Figure 1. The metal 3 layer.
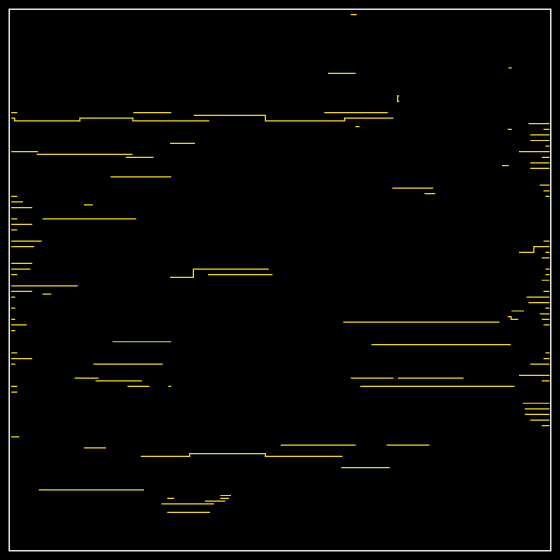
Figure 2. Signal wires on met2.
Scale bar: 50 µm.
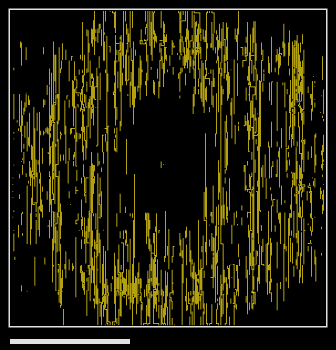
[src/rtl/riscv_pkg.sv]
`default_nettype none
// ============================================================================
// Module  : riscv_pkg
// Purpose : Shared datapath widths and the writeback request type used by the
//           writeback arbiter and its late-result FIFO.
// Contents: XLEN, REG_ADDR_W, wb_req_t, is_x0() helper.
// Revision: 1.0 - initial release
// ============================================================================
package riscv_pkg;

  localparam int XLEN       = 32;
  localparam int REG_ADDR_W = 5;

  // One register-file write: destination and value.
  typedef struct packed {
    logic [REG_ADDR_W-1:0] rd;
    logic [XLEN-1:0]       data;
  } wb_req_t;

  // Writes to x0 are architecturally discarded.
  function automatic logic is_x0(input logic [REG_ADDR_W-1:0] rd);
    return (rd == '0);
  endfunction

endpackage
`default_nettype wire

[src/rtl/wb_fifo.sv]
`default_nettype none
// ============================================================================
// Module  : wb_fifo
// Purpose : Synchronous FIFO of wb_req_t holding long-latency results until
//           the register-file write port is free. No read-through: an entry
//           pushed in cycle t is visible at the head from cycle t+1.
// Ports   : clk, rst (sync, active-high)
//           push_i/push_data_i  enqueue (ignored when full)
//           pop_i               dequeue (ignored when empty)
//           head_o              oldest entry
//           count_o             occupancy, full_o / empty_o flags
// Revision: 1.0 - initial release
// ============================================================================
module wb_fifo
  import riscv_pkg::*;
#(
  parameter int DEPTH = 4
) (
  input  logic                       clk,
  input  logic                       rst,
  input  logic                       push_i,
  input  wb_req_t                    push_data_i,
  input  logic                       pop_i,
  output wb_req_t                    head_o,
  output logic [$clog2(DEPTH+1)-1:0] count_o,
  output logic                       full_o,
  output logic                       empty_o
);

  localparam int PW = $clog2(DEPTH);
  localparam int CW = $clog2(DEPTH+1);
  localparam logic [CW-1:0] C_FULL = CW'(DEPTH);

  wb_req_t         mem_q [DEPTH];
  logic [PW-1:0]   wr_ptr_q;
  logic [PW-1:0]   rd_ptr_q;
  logic [CW-1:0]   count_q;

  logic            w_push;
  logic            w_pop;

  assign full_o  = (count_q == C_FULL);
  assign empty_o = (count_q == '0);
  assign w_push  = push_i && !full_o;
  assign w_pop   = pop_i && !empty_o;
  assign head_o  = mem_q[rd_ptr_q];
  assign count_o = count_q;

  // DEPTH is a power of two, so pointers wrap by natural overflow.
  always_ff @(posedge clk) begin
    if (rst) begin
      wr_ptr_q <= '0;
      rd_ptr_q <= '0;
      count_q  <= '0;
    end else begin
      if (w_push) wr_ptr_q <= wr_ptr_q + 1'b1;
      if (w_pop)  rd_ptr_q <= rd_ptr_q + 1'b1;
      case ({w_push, w_pop})
        2'b10:   count_q <= count_q + 1'b1;
        2'b01:   count_q <= count_q - 1'b1;
        default: count_q <= count_q;
      endcase
    end
  end

  // Storage needs no reset; occupancy is tracked by the pointers/count.
  always_ff @(posedge clk) begin
    if (w_push) mem_q[wr_ptr_q] <= push_data_i;
  end

endmodule
`default_nettype wire

[src/rtl/wb_arbiter.sv]
`default_nettype none
// ============================================================================
// Module  : wb_arbiter
// Purpose : Writeback stage owning the single register-file write port.
//           In-order pipeline results win; long-latency results wait in a
//           FIFO. A starvation counter raises stall_req so buffered results
//           always drain eventually.
// Ports   : clk, rst (sync, active-high)
//           pipe_valid/pipe_rd/pipe_data   pipeline result
//           lu_valid/lu_ready/lu_rd/lu_data long-latency result handshake
//           stall_req                       freeze upstream (pipe_valid must be 0)
//           fifo_count                      FIFO occupancy
//           RegWrite/WriteRegister/WriteData registered write port
//           byp_rs1/2, byp_hit1/2, byp_data1/2 (only with WB_BYPASS_EN)
// Config  : `define WB_BYPASS_EN adds the combinational writeback forward ports.
// Revision: 1.0 - initial release
// ============================================================================
module wb_arbiter
  import riscv_pkg::*;
#(
  parameter int DEPTH      = 4,
  parameter int MAX_STARVE = 3
) (
  input  logic                       clk,
  input  logic                       rst,
  input  logic                       pipe_valid,
  input  logic [REG_ADDR_W-1:0]      pipe_rd,
  input  logic [XLEN-1:0]            pipe_data,
  input  logic                       lu_valid,
  output logic                       lu_ready,
  input  logic [REG_ADDR_W-1:0]      lu_rd,
  input  logic [XLEN-1:0]            lu_data,
  output logic                       stall_req,
  output logic [$clog2(DEPTH+1)-1:0] fifo_count,
  output logic                       RegWrite,
  output logic [REG_ADDR_W-1:0]      WriteRegister,
  output logic [XLEN-1:0]            WriteData
`ifdef WB_BYPASS_EN
  ,
  input  logic [REG_ADDR_W-1:0]      byp_rs1,
  input  logic [REG_ADDR_W-1:0]      byp_rs2,
  output logic                       byp_hit1,
  output logic                       byp_hit2,
  output logic [XLEN-1:0]            byp_data1,
  output logic [XLEN-1:0]            byp_data2
`endif
);

  localparam int SW = $clog2(MAX_STARVE+1);
  localparam logic [SW-1:0] C_MAX_STARVE = SW'(MAX_STARVE);

  // FIFO interface
  wb_req_t                    w_fifo_head;
  wb_req_t                    w_fifo_in;
  logic                       w_fifo_full;
  logic                       w_fifo_empty;
  logic                       w_fifo_push;
  logic                       w_fifo_pop;
  logic                       w_pipe_win;

  // State
  logic                       regwrite_q, regwrite_d;
  logic [REG_ADDR_W-1:0]      wreg_q,     wreg_d;
  logic [XLEN-1:0]            wdata_q,    wdata_d;
  logic [SW-1:0]              starve_q,   starve_d;

  // Readiness comes from the registered count only; a pop in the same cycle
  // does not free a slot until the next cycle.
  assign lu_ready    = !rst && !w_fifo_full;
  assign w_fifo_push = lu_valid && lu_ready && !is_x0(lu_rd);
  assign w_fifo_in   = '{rd: lu_rd, data: lu_data};

  wb_fifo #(
    .DEPTH       (DEPTH)
  ) u_fifo (
    .clk         (clk),
    .rst         (rst),
    .push_i      (w_fifo_push),
    .push_data_i (w_fifo_in),
    .pop_i       (w_fifo_pop),
    .head_o      (w_fifo_head),
    .count_o     (fifo_count),
    .full_o      (w_fifo_full),
    .empty_o     (w_fifo_empty)
  );

  always_comb begin
    // A pipeline result to x0 is consumed but leaves the port free.
    w_pipe_win = pipe_valid && !is_x0(pipe_rd);
    w_fifo_pop = !w_pipe_win && !w_fifo_empty;
    regwrite_d = w_pipe_win || w_fifo_pop;
    wreg_d     = wreg_q;
    wdata_d    = wdata_q;
    if (w_pipe_win) begin
      wreg_d  = pipe_rd;
      wdata_d = pipe_data;
    end else if (w_fifo_pop) begin
      wreg_d  = w_fifo_head.rd;
      wdata_d = w_fifo_head.data;
    end

    // Count consecutive cycles the pipeline beats a waiting FIFO head.
    // Any other cycle is either a pop or an empty FIFO, both of which clear it.
    starve_d = '0;
    if (w_pipe_win && !w_fifo_empty) begin
      starve_d = (starve_q == C_MAX_STARVE) ? starve_q : starve_q + 1'b1;
    end
  end

  always_ff @(posedge clk) begin
    if (rst) begin
      regwrite_q <= 1'b0;
      wreg_q     <= '0;
      wdata_q    <= '0;
      starve_q   <= '0;
    end else begin
      regwrite_q <= regwrite_d;
      wreg_q     <= wreg_d;
      wdata_q    <= wdata_d;
      starve_q   <= starve_d;
    end
  end

  assign stall_req     = (starve_q == C_MAX_STARVE);
  assign RegWrite      = regwrite_q;
  assign WriteRegister = wreg_q;
  assign WriteData     = wdata_q;

`ifdef WB_BYPASS_EN
  // Register file reads before it writes, so forward the in-flight write.
  assign byp_hit1  = regwrite_q && (wreg_q == byp_rs1) && !is_x0(byp_rs1);
  assign byp_hit2  = regwrite_q && (wreg_q == byp_rs2) && !is_x0(byp_rs2);
  assign byp_data1 = byp_hit1 ? wdata_q : '0;
  assign byp_data2 = byp_hit2 ? wdata_q : '0;
`endif

`ifndef SYNTHESIS
  // Upstream must honour stall_req in the same cycle.
  a_no_pipe_during_stall: assert property (
    @(posedge clk) disable iff (rst) !(stall_req && pipe_valid));
`endif

endmodule
`default_nettype wire

[config.mk]
export PLATFORM = sky130hd
export DESIGN_NAME = wb_arbiter
export DESIGN_NICKNAME = d
export VERILOG_FILES = /design/src/rtl/riscv_pkg.sv /design/src/rtl/wb_fifo.sv /design/src/rtl/wb_arbiter.sv
export SDC_FILE = /design/constraint.sdc
export NUM_CORES = 1
export LEC_CHECK = 0
export ABC_CLOCK_PERIOD_IN_PS = 7200
export CAP_MARGIN = 10
export CORE_UTILIZATION = 45
export CTS_BUF_LIST = sky130_fd_sc_hd__clkbuf_4
export CTS_CLUSTER_SIZE = 25
export DETAILED_ROUTE_END_ITERATION = 8
export GPL_TIMING_DRIVEN = 0
export HOLD_SLACK_MARGIN = 0.12
export PLACE_DENSITY = 0.81
export REMOVE_ABC_BUFFERS = 1
export SETUP_SLACK_MARGIN = 0.02
export SLEW_MARGIN = 20
export SYNTH_ARGS = -nofsm -noshare
export SYNTH_HDL_FRONTEND = slang
export SYNTH_SLANG_ARGS = --single-unit
export TNS_END_PERCENT = 100
[constraint.sdc]
create_clock -name clk -period 7.2 [get_ports clk]
set_clock_uncertainty 0.2 [all_clocks]
set_input_delay 2.16 -clock clk [delete_from_list [all_inputs] [get_ports clk]]
set_output_delay 2.16 -clock clk [all_outputs]
set_load 0.01 [all_outputs]
==> qor.yml <==
status: "finished clean"
first_iter_violations: 269
syn2layout_area_growth_pct: 25.70
yosys_warnings: 0
post-cts-setup-buffers: 0
grt_usage_pct: 19.06
final_nets: 672
port_buffers: 120
yosys_area_mm2: 0.007531
leakage_nw: 3.063
vdd_drop_max_mv: 0.1274
ys_cells: 465
firstDrtPassIters: 4
cts_max_level: 4
drt-met1-wl_um: 6380
top_cells_by_count: "148 x edfxtp_1, 49 x dfxtp_1, 44 x nor2_1"
gp_congestion: 0.7306
fin_crit_sh_pct: 79.75
highest_layer: "met4"
hold_viol: 0
wl_per_cell_um: 18.94
synth.distinct_cells: 35
hpwl_um: 10630
p_per_area_mw_per_mm2: 290.8
grt_max_degree: 32
top_area_share_pct: 59.01
p_total_w: 0.002753
final_max_slew_viol_count: 0
avgSynthCellArea_um2: 16.20
cts.sinks: 197
core_area_mm2: 0.01612
grt_overflow: 0
cp.arrival_ns: 3.38
routed_wirelength_um: 15450
async_flop_share_pct: 0
yosysTopAreaCell: "edfxtp_1"
synthTopCellsByArea: "edfxtp_1 59%, dfxtp_1 13%, mux4_2 11%, a211oi_1 3.5%, a21oi_1 2.7%"
ys_seq_share_pct: 72.04
route.met2.wl_um: 8087
synth-edff-count: 148
cts-buffers-inserted: 17
path_clk_slew_ns: 0.15
tns_ns: 0
antenna_found_initial: 0
postCtsHoldBufs: 0
ys.flop_type: "edfxtp_1"
cts_buffer_depth: 2
fmax_mhz: 174.1
drc: 0
insertion_delay_ns: 0.58
cts.repair.resized: 0
rsz0062_at_grt: "false"
fp_util_pct: 46.73
cts.root.buffer_cell: "clkbuf_4"
setup_viol: 0
cp.required_ns: 4.84
die_h_um: 131.4
warning_count: 28
cap_violations: 0
drtAntennaViolNets: 0
rows: 46
synth_area_mm2: 0.007531
path_class: "input port to primary output"
synth.most_common_cell: "edfxtp_1"
num_io_pins: 121
synth_cells: 465
numSynthFlops: 197
grt_pass1_wl_um: 24720
tightestPinTransition_ns: 0.7032
min_period_ns: 5.742
tritoncts: "yes"
crit_fanout: 31
drive_above_1_share_pct: 15.67
die_w_um: 131.4
cp-end-kind: "primary output"
diodes: 0
die_area_mm2: 0.01726
wl_met3_um: 801
hp-class: "flop to flop"
relSlewSlack_pct: 52.86
grt_pass1_vias: 4696
worst_setup_path_start_kind: "input port"
avgViaCountPerCell: 5.439
vias: 4438
## Picture notes: Figure 1
nets with wire on the layer: 90
wire length on this layer: 801 µm
longest straight run: 37.7 µm
main direction: horizontal

## Picture notes: Figure 2
share of all routed wire: 52%
wire length on this layer: 8090 µm
main direction: vertical
nets with wire on the layer: 607
longest straight run: 71.1 µm

[final cells by class]
cell class / instances / area (µm²)
clock buffer: 17 / 127.6
inverter: 8 / 30.03
fill: 1239 / 6649
tap: 216 / 270.3
sequential: 197 / 5430
multi-input combinational: 230 / 1959
timing repair buffer: 133 / 1471
clock inverter: 15 / 177.7
[routing by layer]
metal / GRT usage [%] / vias to the layer above
met5: 0 / -
met4: 6.395 / 0
met3: 4.861 / 15
met2: 33.48 / 151
met1: 22.79 / 2231
li1: - / 2041
[registers in the layout, indices dropped and copies added, names as in the netlist, named ones only]
name	flops
WriteRegister	5
WriteData	32
u_fifo.wr_ptr_q	2
RegWrite	1
u_fifo.count_o	3
u_fifo.mem_q	148
u_fifo.rd_ptr_q	2
starve_q	2
[kinds of logic after synthesis]
family,count (synthesis),share of synthesized area [%]
buffers and inverters,38,2.210
xor gates and xnor gates,4,0.4653
adders and majority gates,7,1.263
DFF,197,72.04
muxes,40,11.50
AOI/OAI and AO/OA,85,7.327
and+or+nand+nor,94,5.200
[final timing paths]
check / start / endpoint / slack (ns) / cells past startpoint
max: rst / lu_ready / 1.46 / 4
min reg2reg: u_fifo.rd_ptr_q[1] / u_fifo.rd_ptr_q[1] / 0.32 / 2
max reg2reg: u_fifo.count_o[2] / u_fifo.count_o[2] / 4.61 / 9
min: u_fifo.rd_ptr_q[1] / u_fifo.rd_ptr_q[1] / 0.32 / 2
[cell usage in the layout (no fill, tap or decap), types with 4 or more instances in the layout]
cell             Yosys  routed
edfxtp_1           148     148
dfxtp_1             49      47
ha_1                 6       6
buf_16               0       7
a21oi_1             41      41
and2_2               0       4
inv_6                0       4
clkdlybuf4s50_1      0     119
nor2_1              44      44
clkbuf_4             0      17
mux4_2              37      37
nand2_1             36      36
inv_1                8       8
a211oi_1            35      35
[critical path: stages]
cell	delay [ns]
buf_2	0.38
buf_12	0.26
nor2_1	0.07
clkdlybuf4s50_1	0.50
[through the flow]
| step | cells | hold WS [ns] | setup WS [ns] | instance area (µm²) | utilization [%] |
|---|---|---|---|---|---|
| 5_1_grt | 816 | 0.3577 | 1.395 | 9467 | 58.74 |
| 3_5_place_dp | 784 | 0.2828 | 1.446 | 9161 | 56.85 |
| 2_1_floorplan | 435 | 0.2455 | 2.396 | 7395 | - |
| 6_report | 816 | 0.3162 | 1.458 | 9467 | 58.74 |
| 4_1_cts | 816 | 0.3180 | 1.445 | 9467 | 58.74 |
| 3_3_place_gp | 771 | 0.2592 | 0.08197 | 8866 | 55.02 |
[power by group]
part	internal, W	leakage [nW]	switching [W]
registers	0.00132	1.75	0.0000658
logic	0.000380	1.16	0.000376
clock network	0.000243	0.156	0.000369
total	0.00194	3.06	0.000811
Power figures rest on the tool's default switching activity, not on a simulated workload.
